## src/rtl/rs232_loader.sv

```systemverilog
// rs232_loader: serial boot loader that masters an rs232port register
// interface. It hunts for a SYNC byte, reads LEN, writes LEN payload bytes
// into program memory, checks the modulo-256 sum against CHK, and writes an
// ACK or NAK byte back through the port's transmit register.
module rs232_loader #(
  parameter logic [7:0] PORT_BASE = 8'h00,
  parameter int         MEM_AW    = 8,
  parameter logic [7:0] SYNC_BYTE = 8'hA5,
  parameter logic [7:0] ACK_BYTE  = 8'h06,
  parameter logic [7:0] NAK_BYTE  = 8'h15,
  parameter int         GAP       = 2
) (
  input  logic              cpu_clk,
  input  logic              reset,
  input  logic              start,
  output logic              busy,
  output logic              done,
  output logic              error,
  output logic [7:0]        outbus_addr,
  output logic [7:0]        outbus_data,
  output logic              outbus_we,
  output logic [7:0]        inbus_addr,
  input  logic [7:0]        inbus_data,
  output logic              inbus_re,
  output logic [MEM_AW-1:0] mem_addr,
  output logic [7:0]        mem_data,
  output logic              mem_we,
  output logic [7:0]        byte_count
);

  // Port register map relative to PORT_BASE.
  localparam logic [7:0] TX_DATA  = PORT_BASE;
  localparam logic [7:0] TX_STAT  = PORT_BASE + 8'd1;
  localparam logic [7:0] RX_DATA  = PORT_BASE + 8'd2;
  localparam logic [7:0] RX_STAT  = PORT_BASE + 8'd3;
  localparam logic [7:0] GAP_LAST = 8'(GAP - 1);

  typedef enum logic [3:0] {
    ST_IDLE, ST_RX_POLL, ST_RX_PWAIT, ST_RX_READ, ST_RX_RWAIT, ST_RX_GAP,
    ST_TX_POLL, ST_TX_PWAIT, ST_TX_WRITE
  } state_t;

  typedef enum logic [1:0] {PH_HUNT, PH_LEN, PH_DATA, PH_CHK} phase_t;

  state_t     state;
  phase_t     phase;
  logic [7:0] sum;
  logic [7:0] len;
  logic [7:0] gap_cnt;
  logic       rx_last;

  // Running frame checksum wraps naturally at 8 bits.
  function automatic logic [7:0] add_mod256(input logic [7:0] a, input logic [7:0] b);
    return a + b;
  endfunction

  // Loader FSM; every strobe is registered so it lines up with the state it
  // belongs to (the read strobe is raised on entry to a POLL/READ state).
  always_ff @(posedge cpu_clk) begin
    if (reset) begin
      state       <= ST_IDLE;
      phase       <= PH_HUNT;
      sum         <= 8'd0;
      byte_count  <= 8'd0;
      gap_cnt     <= 8'd0;
      rx_last     <= 1'b0;
      busy        <= 1'b0;
      done        <= 1'b0;
      error       <= 1'b0;
      outbus_addr <= 8'd0;
      outbus_data <= 8'd0;
      outbus_we   <= 1'b0;
      inbus_addr  <= 8'd0;
      inbus_re    <= 1'b0;
      mem_addr    <= '0;
      mem_data    <= 8'd0;
      mem_we      <= 1'b0;
    end else begin
      inbus_re  <= 1'b0;
      outbus_we <= 1'b0;
      mem_we    <= 1'b0;
      done      <= 1'b0;
      case (state)
        ST_IDLE: begin
          if (start) begin
            busy       <= 1'b1;
            error      <= 1'b0;
            sum        <= 8'd0;
            byte_count <= 8'd0;
            phase      <= PH_HUNT;
            inbus_re   <= 1'b1;
            inbus_addr <= RX_STAT;
            state      <= ST_RX_POLL;
          end
        end
        ST_RX_POLL: state <= ST_RX_PWAIT;
        ST_RX_PWAIT: begin
          inbus_re <= 1'b1;
          if (inbus_data[0]) begin
            inbus_addr <= RX_DATA;
            state      <= ST_RX_READ;
          end else begin
            inbus_addr <= RX_STAT;
            state      <= ST_RX_POLL;
          end
        end
        ST_RX_READ: state <= ST_RX_RWAIT;
        ST_RX_RWAIT: begin
          // The captured byte is dispatched here so the payload write lands
          // in the first cycle after capture, overlapping the gap wait.
          case (phase)
            PH_HUNT: if (inbus_data == SYNC_BYTE) phase <= PH_LEN;
            PH_LEN: begin
              len   <= inbus_data;
              sum   <= add_mod256(sum, inbus_data);
              phase <= (inbus_data == 8'd0) ? PH_CHK : PH_DATA;
            end
            PH_DATA: begin
              mem_we     <= 1'b1;
              mem_addr   <= MEM_AW'(byte_count);
              mem_data   <= inbus_data;
              byte_count <= byte_count + 8'd1;
              sum        <= add_mod256(sum, inbus_data);
              if (byte_count + 8'd1 == len) phase <= PH_CHK;
            end
            PH_CHK: begin
              sum   <= add_mod256(sum, inbus_data);
              phase <= PH_HUNT;
            end
            default: phase <= PH_HUNT;
          endcase
          rx_last <= (phase == PH_CHK);
          if (GAP == 0) begin
            inbus_re   <= 1'b1;
            inbus_addr <= (phase == PH_CHK) ? TX_STAT : RX_STAT;
            state      <= (phase == PH_CHK) ? ST_TX_POLL : ST_RX_POLL;
          end else begin
            gap_cnt <= 8'd0;
            state   <= ST_RX_GAP;
          end
        end
        ST_RX_GAP: begin
          // Idle cycles let the port's FIFO pop and empty flag settle.
          if (gap_cnt == GAP_LAST) begin
            inbus_re   <= 1'b1;
            inbus_addr <= rx_last ? TX_STAT : RX_STAT;
            state      <= rx_last ? ST_TX_POLL : ST_RX_POLL;
          end else begin
            gap_cnt <= gap_cnt + 8'd1;
          end
        end
        ST_TX_POLL: state <= ST_TX_PWAIT;
        ST_TX_PWAIT: begin
          if (inbus_data[1]) begin
            inbus_re   <= 1'b1;
            inbus_addr <= TX_STAT;
            state      <= ST_TX_POLL;
          end else begin
            outbus_we   <= 1'b1;
            outbus_addr <= TX_DATA;
            outbus_data <= (sum == 8'd0) ? ACK_BYTE : NAK_BYTE;
            error       <= (sum != 8'd0);
            state       <= ST_TX_WRITE;
          end
        end
        ST_TX_WRITE: begin
          done  <= 1'b1;
          busy  <= 1'b0;
          state <= ST_IDLE;
        end
        default: state <= ST_IDLE;
      endcase
    end
  end

endmodule

```

## config.mk

```make
export PLATFORM = sky130hd
export DESIGN_NAME = rs232_loader
export DESIGN_NICKNAME = d
export VERILOG_FILES = /design/src/rtl/rs232_loader.sv
export SDC_FILE = /design/constraint.sdc
export NUM_CORES = 1
export LEC_CHECK = 0
export ABC_CLOCK_PERIOD_IN_PS = 2800
export CAP_MARGIN = 5
export CELL_PAD_IN_SITES_DETAIL_PLACEMENT = 0
export CELL_PAD_IN_SITES_GLOBAL_PLACEMENT = 1
export CORE_ASPECT_RATIO = 0.7
export CORE_MARGIN = 10
export CORE_UTILIZATION = 30
export CTS_CLUSTER_SIZE = 12
export DETAILED_ROUTE_END_ITERATION = 12
export PLACE_DENSITY_LB_ADDON = 0.1
export SLEW_MARGIN = 25
export SYNTH_ARGS = -nofsm -noshare
export SYNTH_HDL_FRONTEND = slang
export SYNTH_SLANG_ARGS = --single-unit
export TNS_END_PERCENT = 20
```

## constraint.sdc

```tcl
create_clock -name cpu_clk -period 2.8 [get_ports cpu_clk]
set_input_delay 0.7 -clock cpu_clk [delete_from_list [all_inputs] [get_ports cpu_clk]]
set_output_delay 0.7 -clock cpu_clk [all_outputs]
set_load 0.02 [all_outputs]
```

run_1/wires.png
Scale: 2 px per um.
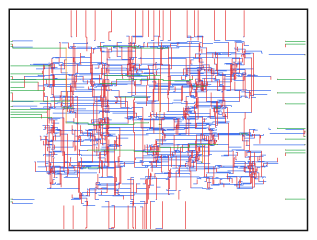
Key: metal 2 = red [wire length 3670 um]; metal 3 = green [wire length 613 um]; metal 4 = orange [wire length 82.3 um]; metal 1 = blue [wire length 4930 um]

run_1/layer_met2.png
Scale: 2 px per um.
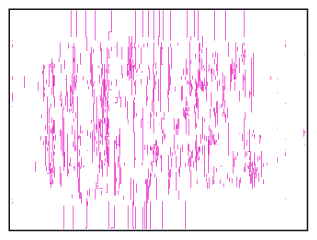
The longest straight run is 40.1 um. The layer carries 3670 um of wire. 394 nets have wire on it. The wires run mostly vertical.

run_1/power_grid.png
Scale: 2 px per um. Pins as bars on the die edge. Tap cells in grey.
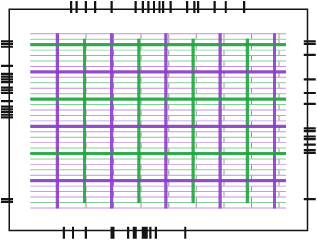
Key: VSS = purple; VDD = green
33 met1 rails follow the rows. 6 straps on met5. 9 straps on met4. 65 signal pins sit on the boundary.

==> run 1: kinds of logic after synthesis <==
group	synth area share, %
and+or+nand+nor	23.6
AOI/OAI and AO/OA	14.9
DFF	40.5
buffers and inverters	8.00
xor gates and xnor gates	5.07
adders and majority gates	6.01
muxes	1.81
other	0.108
==> run 1: Yosys cell counts (3+ instances only) <==
cell type  count
mux2i_1        4
o21ai_0       16
nand2_1       60
and3_1         4
nor2_1        41
nand2b_1       5
xor2_1        13
a21oi_1       42
a21o_1         4
nor4_1         7
nor3_1        11
edfxtp_1       8
ha_1          15
xnor2_1        7
inv_1         11
nand3_1       14
nand3b_1       3
nand4_1        3
a31oi_1        6
buf_4         19
dfxtp_1       58
clkbuf_1      19
==> run 1: area by class of cell <==
cell class	instances	area share [%]
clock inverter	4	1.66
inverter	11	0.926
multi-input combinational	313	41.4
timing repair buffer	70	14.5
tap	153	4.30
clock buffer	12	5.76
sequential	66	31.4
==> run 1: through the flow <==
| step | TNS (ns) | area (um^2) |
|---|---|---|
| 6_report | 0 | 4460 |
| 5_1_grt | 0 | 4460 |
| 4_1_cts | 0 | 4460 |
| 3_5_place_dp | -0.102 | 4130 |
| 3_3_place_gp | -0.0642 | 4130 |
| 2_1_floorplan | 0 | 3520 |
==> run 1: worst paths after layout <==
| path | slack, ns | depth (start not counted) | endpoint |
|---|---|---|---|
| max | 0.21 | 9 | sum[7] |
| min | 0.45 | 2 | mem_addr[0] |
| max reg2reg | 0.62 | 7 | phase[1] |
| min reg2reg | 0.45 | 2 | mem_addr[0] |
==> run 1: registers in the layout, summed over array words and instances (netlist names) <==
name and count:
byte_count 8, gap_cnt 8, len 8, mem_addr 8, mem_data 8, sum 8
state 4, outbus_data 3, inbus_addr 2, phase 2, busy 1, done 1
error 1, inbus_re 1, mem_we 1, outbus_we 1, rx_last 1
==> results_slide.txt, run 1 <==
Key Metrics from the Run

Synth
  – Synthesized instance count: 414
  – Yosys chip area: 3460 um^2
  – Ys cells: 414
  – Synth Flop Type: dfxtp_1

GRT
  – Met1 Use GR: 16.4%

Power and ir drop
  – Psw: ~0.00055 W
  – Design Power: around 0.0024 W
  – Pleak: ~1.7 nW
  – Sequential group share of total power: between 40% and 50%
  – Pwr dens: about 540 nW/um^2

Worst setup path
  – Reg2reg start: byte_count[0]
  – Crit Path Class: input pin to register
  – Endpoint class of the critical path: register
  – Startpoint Class: input pin
  – CP arrival: roughly 2.9 ns

Clocking
  – # H-tree levels: 3
  – # resized after CTS: 0

Final layout
  – Ant diodes: 0
  – Fillers: 1153
  – Layout cells sized above 1: around a tenth
  – Register area: 1400 um^2
  – Area Overhead vs Synth: 28.9%
  – Logic area: ~1800 um^2
  – # nets final: roughly 500

Final timing
  – Final Setup Violations: 0
  – Setup ws final: 0.211 ns
  – Worst hold margin: about 0.45 ns
  – Min cycle time layout: 2.59 ns

Outcome
  – Status: complete, no violations

Drt
  – Routed WL: roughly 9.3 mm
  – Top Layer Used: met4
  – Antenna-violating nets left: 0

Place
  – Dpl hpwl: between 6 and 7 mm
  – Port Buffers: 46

Die
  – Die ar.: between 15000 and 20000 um^2
  – FP Util: 31.1%
==> run 2, diff against run 1 <==
--- a/config.mk
+++ b/config.mk
@@ -5,14 +5,13 @@
 export SDC_FILE = /design/constraint.sdc
 export NUM_CORES = 1
 export LEC_CHECK = 0
-export ABC_CLOCK_PERIOD_IN_PS = 2800
+export ABC_CLOCK_PERIOD_IN_PS = 2620
 export CAP_MARGIN = 5
 export CELL_PAD_IN_SITES_DETAIL_PLACEMENT = 0
 export CELL_PAD_IN_SITES_GLOBAL_PLACEMENT = 1
 export CORE_ASPECT_RATIO = 0.7
 export CORE_MARGIN = 10
 export CORE_UTILIZATION = 30
-export CTS_CLUSTER_SIZE = 12
 export DETAILED_ROUTE_END_ITERATION = 12
 export PLACE_DENSITY_LB_ADDON = 0.1
 export SLEW_MARGIN = 25
==> constraint.sdc (replaced) <==
create_clock -name cpu_clk -period 2.62 [get_ports cpu_clk]
set_input_delay 0.655 -clock cpu_clk [delete_from_list [all_inputs] [get_ports cpu_clk]]
set_output_delay 0.655 -clock cpu_clk [all_outputs]
set_load 0.02 [all_outputs]
==> results_slide.txt, run 2 <==
Key Metrics from the Run

Outcome
  – Status: complete, no violations

Final layout
  – Layout cells sized above 1: a little under an eighth
  – Bufs w/o clock: 75
  – Logic share of the area: 41.7%
  – Fillers: between 1000 and 1500
  – Ant diodes: 0
  – Clock buffers: 9
  – Logic area: ~1800 um^2
  – Signal buf overhead: approximately 15%
  – Combinational Gates: ~310
  – Largest class: combinational gates
  – Register area: 1400 um^2
  – Non-filler cells, final: 634
  – Flops: roughly 66
  – # nets final: 503
  – Final clock-cell share: a little over 6%
  – Seq area share: roughly a third
  – Finished Cell Area: 4420 um^2
  – Area Overhead vs Synth: 27.9%
  – Invs w/o clock: 11

Final timing
  – Min cycle time layout: 2.42 ns
  – Setup ws final: roughly 0.2 ns
  – Final Setup Violations: 0
  – Slew margin rel.: 61.6%

Worst setup path
  – Stages on worst setup path: 9
  – Reg2reg start: byte_count[1]
  – CP arrival: around 2.7 ns
  – Reg2reg path depth: 7
  – Startpoint Class: input pin
  – Crit path launch: inbus_data[2]
  – Reg2reg setup slack: ~0.5 ns
  – Crit Path Class: input pin to register
  – R2R Path End: phase[1]
  – Endpoint class of the critical path: register
  – Worst setup path endpoint: sum[7]

Die
  – FP Util: 31.1%
  – Core Footprint: 11100 um^2
  – # rows: 32
  – TAP cells: roughly 150
  – Die ar.: between 15000 and 20000 um^2

Drt
  – Routed WL: between 9 and 10 mm
  – Initial DRC Count: 193
  – Antenna-violating nets left: 0

Synth
  – Synthesized instance count: around 410
  – Asr flop ratio synth: 0%
  – Simple-Gate Area Share: 23.6%
  – Yosys adder share: 6.01%
  – Yosys chip area: ~3500 um^2
  – Ys cells: ~410
  – Ys Warns: 0
  – Post-synth mux share: approximately 1.8%
  – Synth Flop Type: dfxtp_1
  – Yosys top cell by instances: nand2_1
  – XOR-XNOR Cells, Area Fraction: under 10%
  – Post-synth top cells: 60 x nand2_1, 58 x dfxtp_1, 42 x a21oi_1
  – Dominant comb cell: simple AND/OR/NAND/NOR gates
  – Post-Synth AOI/OAI Area: 14.9%

Place
  – Dpl hpwl: 6.96 mm
  – Area after DPL: 4150 um^2
  – Port Buffers: between 40 and 50

Power and ir drop
  – Design Power: between 0.002 and 0.0025 W
  – Psw: ~0.00060 W
  – Sw Ratio: between 20% and 30%
  – Pwr dens: around 530 nW/um^2
  – Sequential group share of total power: around 45%
  – Pleak: between 1.5 and 2 nW

Clocking
  – # H-tree levels: 3
## run 2: cell counts after synthesis
Identical to the previous run, type by type.
## run 2: cell families after synthesis
group | after synthesis
AOI/OAI and AO/OA | 87
xor gates and xnor gates | 20
adders and majority gates | 16
buffers and inverters | 52
DFF | 66
muxes | 6
other | 1
and+or+nand+nor | 166
## run 2: repair_timing
item / 4_1_cts / 5_1_grt
gates resized: 0 / 1
setup endpoints to repair: 0 / 1
hold buffers: 0 / 0
## run 2: metrics by stage
stage,setup TNS (ns),hold WS [ns]
3_3_place_gp,-0.288,0.435
2_1_floorplan,0,0.460
5_1_grt,0,0.476
3_5_place_dp,-0.506,0.446
6_report,0,0.449
4_1_cts,0,0.454
## run 2: layer usage
metal	up-vias	wire length [um]	GRT usage, %
met3	8	614	5.54
met4	0	85	3.24
met2	53	3720	15.9
li1	1532	-	-
met1	1399	4860	16.0
met5	-	0	0
## run 2: power groups by stage
stage	Clock (W)	Sequential, W	Combinational (W)
floorplan	0	0.00107	0.000128
global placement	0	0.00107	0.000191
detailed placement	0	0.00107	0.000191
CTS	0.00113	0.00105	0.000192
global route	0.00118	0.00105	0.000212
finish	0.00110	0.00105	0.000191
## run 2: worst min-delay path by stage
stage / start / slack (ns) / to / cells after the start
after CTS: outbus_data[2] / 0.45 / outbus_data[2] / 2
after detailed placement: outbus_data[2] / 0.45 / outbus_data[2] / 2
after global placement: outbus_data[2] / 0.43 / outbus_data[2] / 2
after floorplan: sum[3] / 0.46 / sum[3] / 2
final: outbus_data[2] / 0.45 / outbus_data[2] / 2
after global routing: mem_addr[0] / 0.48 / mem_addr[0] / 2
run_2/power_grid.png
Scale: 2 px per um. Pins as bars on the die edge. Tap cells in grey.
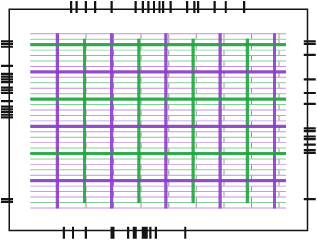
Key: VSS = purple; VDD = green
The core has 32 rows. 9 straps on met4. 153 tap cells.

run_2/clocks.png
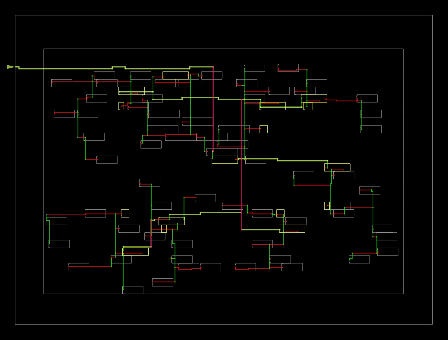
Clk. pwr: 0.00110 W
clk sink count: 66
CTS buffer count: 9

No activity file was given, so power comes from the tool's default toggle rates.
